--- config.mk ---
export PLATFORM = sky130hd
export DESIGN_NAME = alu_decode_stage
export DESIGN_NICKNAME = d
export VERILOG_FILES = /design/src/rtl/alu_decode_stage.sv
export SDC_FILE = /design/constraint.sdc
export NUM_CORES = 1
export LEC_CHECK = 0
export ABC_AREA = 1
export CAP_MARGIN = 20
export CORE_AREA = 2 2 109 111
export CTS_BUF_LIST = sky130_fd_sc_hd__clkbuf_2
export DETAILED_ROUTE_END_ITERATION = 12
export DIE_AREA = 0 0 111 113
export GPL_TIMING_DRIVEN = 0
export PLACE_DENSITY = 0.89
export SYNTH_ARGS = -nofsm -noshare
export SYNTH_HDL_FRONTEND = slang
export SYNTH_SLANG_ARGS = --single-unit
--- constraint.sdc ---
create_clock -name clk -period 1.9 [get_ports clk]
set_input_delay 0.38 -clock clk [delete_from_list [all_inputs] [get_ports clk]]
set_output_delay 0.38 -clock clk [all_outputs]
set_load 0.02 [all_outputs]
--- src/rtl/alu_decode_stage.sv ---
// Decode stage for the RV32I integer ALU: decodes OP, OP-IMM, LUI and AUIPC and registers
// the ALU controls and operands into a single EXE-stage entry with valid/ready handshaking.
module alu_decode_stage #(
   parameter logic [31:0] RESET_PC = 32'h0000_0000
) (
   input  logic        clk,
   input  logic        reset,
   input  logic        dec_valid,
   output logic        dec_ready,
   input  logic [31:0] dec_instr,
   input  logic [31:0] dec_pc,
   output logic [4:0]  dec_rs1,
   output logic [4:0]  dec_rs2,
   input  logic [31:0] rf_rdata1,
   input  logic [31:0] rf_rdata2,
   input  logic        flush,
   input  logic        exe_ready,
   output logic        exe_valid_r,
   output logic        exe_illegal_r,
   output logic [3:0]  exe_alu_opc_r,
   output logic        exe_sel_pc_r,
   output logic [31:0] exe_pc_r,
   output logic [31:0] exe_reg1_r,
   output logic [31:0] exe_src2_r,
   output logic [4:0]  exe_rd_r,
   output logic        exe_rd_wen_r
);

   localparam logic [6:0] OPC_OP     = 7'b0110011;
   localparam logic [6:0] OPC_OP_IMM = 7'b0010011;
   localparam logic [6:0] OPC_LUI    = 7'b0110111;
   localparam logic [6:0] OPC_AUIPC  = 7'b0010111;
   localparam logic [6:0] F7_ZERO    = 7'b0000000;
   localparam logic [6:0] F7_ALT     = 7'b0100000;

   logic [6:0]  opcode;
   logic [2:0]  funct3;
   logic [6:0]  funct7;
   logic [4:0]  rd;
   logic [31:0] imm_i;
   logic [31:0] imm_u;
   logic [31:0] shamt;

   logic        illegal_d;
   logic [3:0]  opc_d;
   logic        sel_pc_d;
   logic [31:0] reg1_d;
   logic [31:0] src2_d;
   logic        transfer;

   assign opcode  = dec_instr[6:0];
   assign funct3  = dec_instr[14:12];
   assign funct7  = dec_instr[31:25];
   assign rd      = dec_instr[11:7];
   assign imm_i   = {{20{dec_instr[31]}}, dec_instr[31:20]};
   assign imm_u   = {dec_instr[31:12], 12'b0};
   assign shamt   = {27'b0, dec_instr[24:20]};
   assign dec_rs1 = dec_instr[19:15];
   assign dec_rs2 = dec_instr[24:20];

   assign dec_ready = !exe_valid_r || exe_ready;
   // A flush in the same cycle swallows the transfer even though dec_ready stays high.
   assign transfer  = dec_valid && dec_ready && !flush;

   always_comb begin
      illegal_d = 1'b1;
      opc_d     = 4'b0000;
      sel_pc_d  = 1'b0;
      reg1_d    = rf_rdata1;
      src2_d    = 32'b0;
      unique case (opcode)
         OPC_OP: begin
            if (funct7 == F7_ZERO ||
                (funct7 == F7_ALT && (funct3 == 3'b000 || funct3 == 3'b101))) begin
               illegal_d = 1'b0;
               opc_d     = {dec_instr[30], funct3};
               src2_d    = rf_rdata2;
            end
         end
         OPC_OP_IMM: begin
            if (funct3 == 3'b001) begin
               if (funct7 == F7_ZERO) begin
                  illegal_d = 1'b0;
                  opc_d     = 4'b0001;
                  src2_d    = shamt;
               end
            end else if (funct3 == 3'b101) begin
               if (funct7 == F7_ZERO || funct7 == F7_ALT) begin
                  illegal_d = 1'b0;
                  opc_d     = {dec_instr[30], 3'b101};
                  src2_d    = shamt;
               end
            end else begin
               illegal_d = 1'b0;
               opc_d     = {1'b0, funct3};
               src2_d    = imm_i;
            end
         end
         OPC_LUI: begin
            illegal_d = 1'b0;
            reg1_d    = 32'b0;
            src2_d    = imm_u;
         end
         OPC_AUIPC: begin
            illegal_d = 1'b0;
            sel_pc_d  = 1'b1;
            src2_d    = imm_u;
         end
         default: ;
      endcase
   end

   always_ff @(posedge clk) begin
      if (reset) begin
         exe_valid_r   <= 1'b0;
         exe_illegal_r <= 1'b0;
         exe_alu_opc_r <= 4'b0000;
         exe_sel_pc_r  <= 1'b0;
         exe_pc_r      <= RESET_PC;
         exe_reg1_r    <= 32'b0;
         exe_src2_r    <= 32'b0;
         exe_rd_r      <= 5'b0;
         exe_rd_wen_r  <= 1'b0;
      end else if (transfer) begin
         exe_valid_r   <= 1'b1;
         exe_illegal_r <= illegal_d;
         exe_alu_opc_r <= opc_d;
         exe_sel_pc_r  <= sel_pc_d;
         exe_pc_r      <= dec_pc;
         exe_reg1_r    <= reg1_d;
         exe_src2_r    <= src2_d;
         exe_rd_r      <= rd;
         exe_rd_wen_r  <= !illegal_d && (rd != 5'b0);
      end else if (flush || exe_ready) begin
         exe_valid_r   <= 1'b0;
      end
   end

endmodule
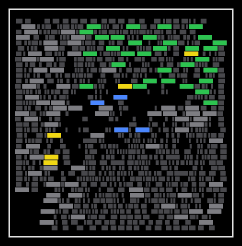
*Where the registers sit, run 1*
Scale: 2 px per um. Other sequential cells in the stronger gray, the rest of the logic in the fainter gray.
green -> exe_pc_r  # sequential cells 32
yellow -> exe_rd_r  # sequential cells 5
blue -> exe_alu_opc_r  # sequential cells 4, where center
FF/Latch Area: 2180 um^2
sequential cell power: 2450 uW
Seq area share: 0.287
final core utilization: 0.676

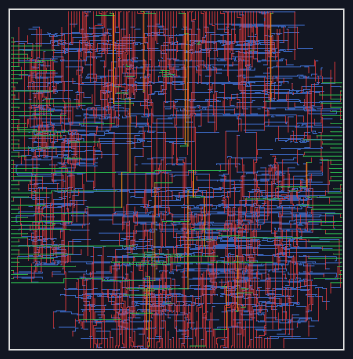
*Metal layers overlaid, run 1*
Scale: 3 px per um.
red -> met2  # wire length 7,730 um
blue -> met1  # wire length 6,840 um
orange -> met4  # wire length 371 um
green -> met3  # wire length 1,330 um
final WL: 16.3 mm
overall routing resource usage: 0.255
total number of vias: 5,525
average wire per standard cell: 14.8 um

==> impl_summary.log <==
[metrics] run summary
[metrics] status: finished clean
[metrics] # port buffers: about 250
[metrics] number of antenna violations at the first check in global routing: 0
[metrics] cells along the critical path: nand2_1 > clkdlybuf4s15_1
[metrics] cell total in the yosys stat output: 688
[metrics] Clock Tree Buf Depth: 2
[metrics] pre-CTS WS: -0.315 ns
[metrics] Cell Int Power: slightly above 3000 uW
[metrics] count of unresolved DRC violations after routing: 0
[metrics] clock network fraction of design power: 0.224
[metrics] FP Core Util: 0.441
[metrics] Worst setup SP type: flop
[metrics] average via count per standard cell: 5.03
[metrics] post-route worst setup slack: about 0.11 ns
[metrics] Seq cells post-synth: 109
[metrics] gate count of the mapped netlist: ~690
[metrics] DP Area: approximately 7700 um^2
[metrics] power attributed to the clock group: about 990 uW
[metrics] die extent in y: 113 um
[metrics] largest area contributor in the synthesized netlist: dfxtp_1
[metrics] heaviest power group: registers
[metrics] top-level I/O count: 253
[metrics] TritonCTS clock tree: built
[metrics] share of final-layout standard cells stronger than drive strength 1: 0.0879
[metrics] setup tns final: 0 ns
[metrics] horizontal extent of the die: ~110 um
[metrics] proportion of total power due to net switching: 0.305
[metrics] reported combinational group power: between 900 and 1000 uW
[metrics] post-synth net total: roughly 800
[metrics] WHS: 0.301 ns
[metrics] Adder-Cell Fraction of Synth Area: 0
[metrics] layout overhead on the synthesized area: 53.4%
[metrics] count of final hold-check violations: 0
[metrics] post-synthesis share of cell area spent on and, or, nand and nor gates: 0.318
[metrics] tally of unique sky130hd cells used after synthesis: 27
[metrics] xor-xnor portion of the synthesized cell area: 0
[metrics] pin count of the biggest net entering global routing: 19
[metrics] startpoint of the most critical register-to-register path: exe_valid_r
[metrics] post-synth area from yosys stat: 4970 um^2
[metrics] count of buffers added by post-CTS timing repair for setup: 0
[metrics] portion of total power attributed to combinational logic: 0.220
[metrics] most frequent cells after synthesis: nand2_1, dfxtp_1, nor2_1
[metrics] global-route wire length before repair: about 26 mm
[metrics] # Max-Cap Violations: 0
[metrics] proportion of synthesized chip area in sequential cells: 0.439
[metrics] htree depth: 3
[metrics] most utilized layer in the global route result: met2
[metrics] Slowest cell on crit path: dfxtp_2
[metrics] core region area: about 11,000 um^2
[metrics] Critical path origin: exe_valid_r
[metrics] CTS clk-pin slew, worst paths: around 0.3 ns
[metrics] GR Layer Usage met3: 0.0712
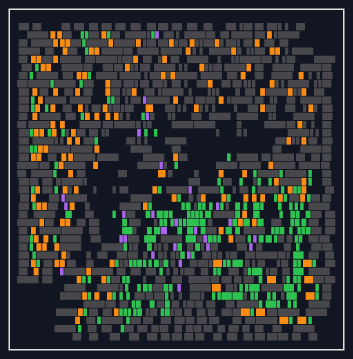
*Logic cells by family, run 1*
Scale: 3 px per um.
green -> NAND gates  # cells 217
purple -> inverters  # cells 27
orange -> inverting AOI/OAI gates  # cells 149, where widely spread
Comb/total area: 0.311
top logic cell by instance count in the layout: nand2_1
non-filler cells, final: 1,099

run 1: final cells by class:
type / instances / area (um^2)
tap: 143 / 179
fill: 1041 / 3650
buffer: 58 / 312
clock inverter: 5 / 43.8
inverter: 27 / 104
multi-input combinational: 494 / 2370
sequential: 109 / 2180
clock buffer: 11 / 55.1
timing repair buffer: 252 / 2370
run 1: state kept, by name, indices dropped and copies added, names as in the netlist:
name	flops
exe_sel_pc_r	1
exe_valid_r	1
exe_src2_r	32
exe_alu_opc_r	4
exe_rd_wen_r	1
exe_pc_r	32
exe_rd_r	5
exe_reg1_r	32
exe_illegal_r	1
run 1: critical path, delay by kind of cell (launching register included):
kind          cells  cell delay, ns
buf+inv           1            0.33
flops             1            0.40
simple gates      1            0.12
No activity file was given, so power comes from the tool's default toggle rates.
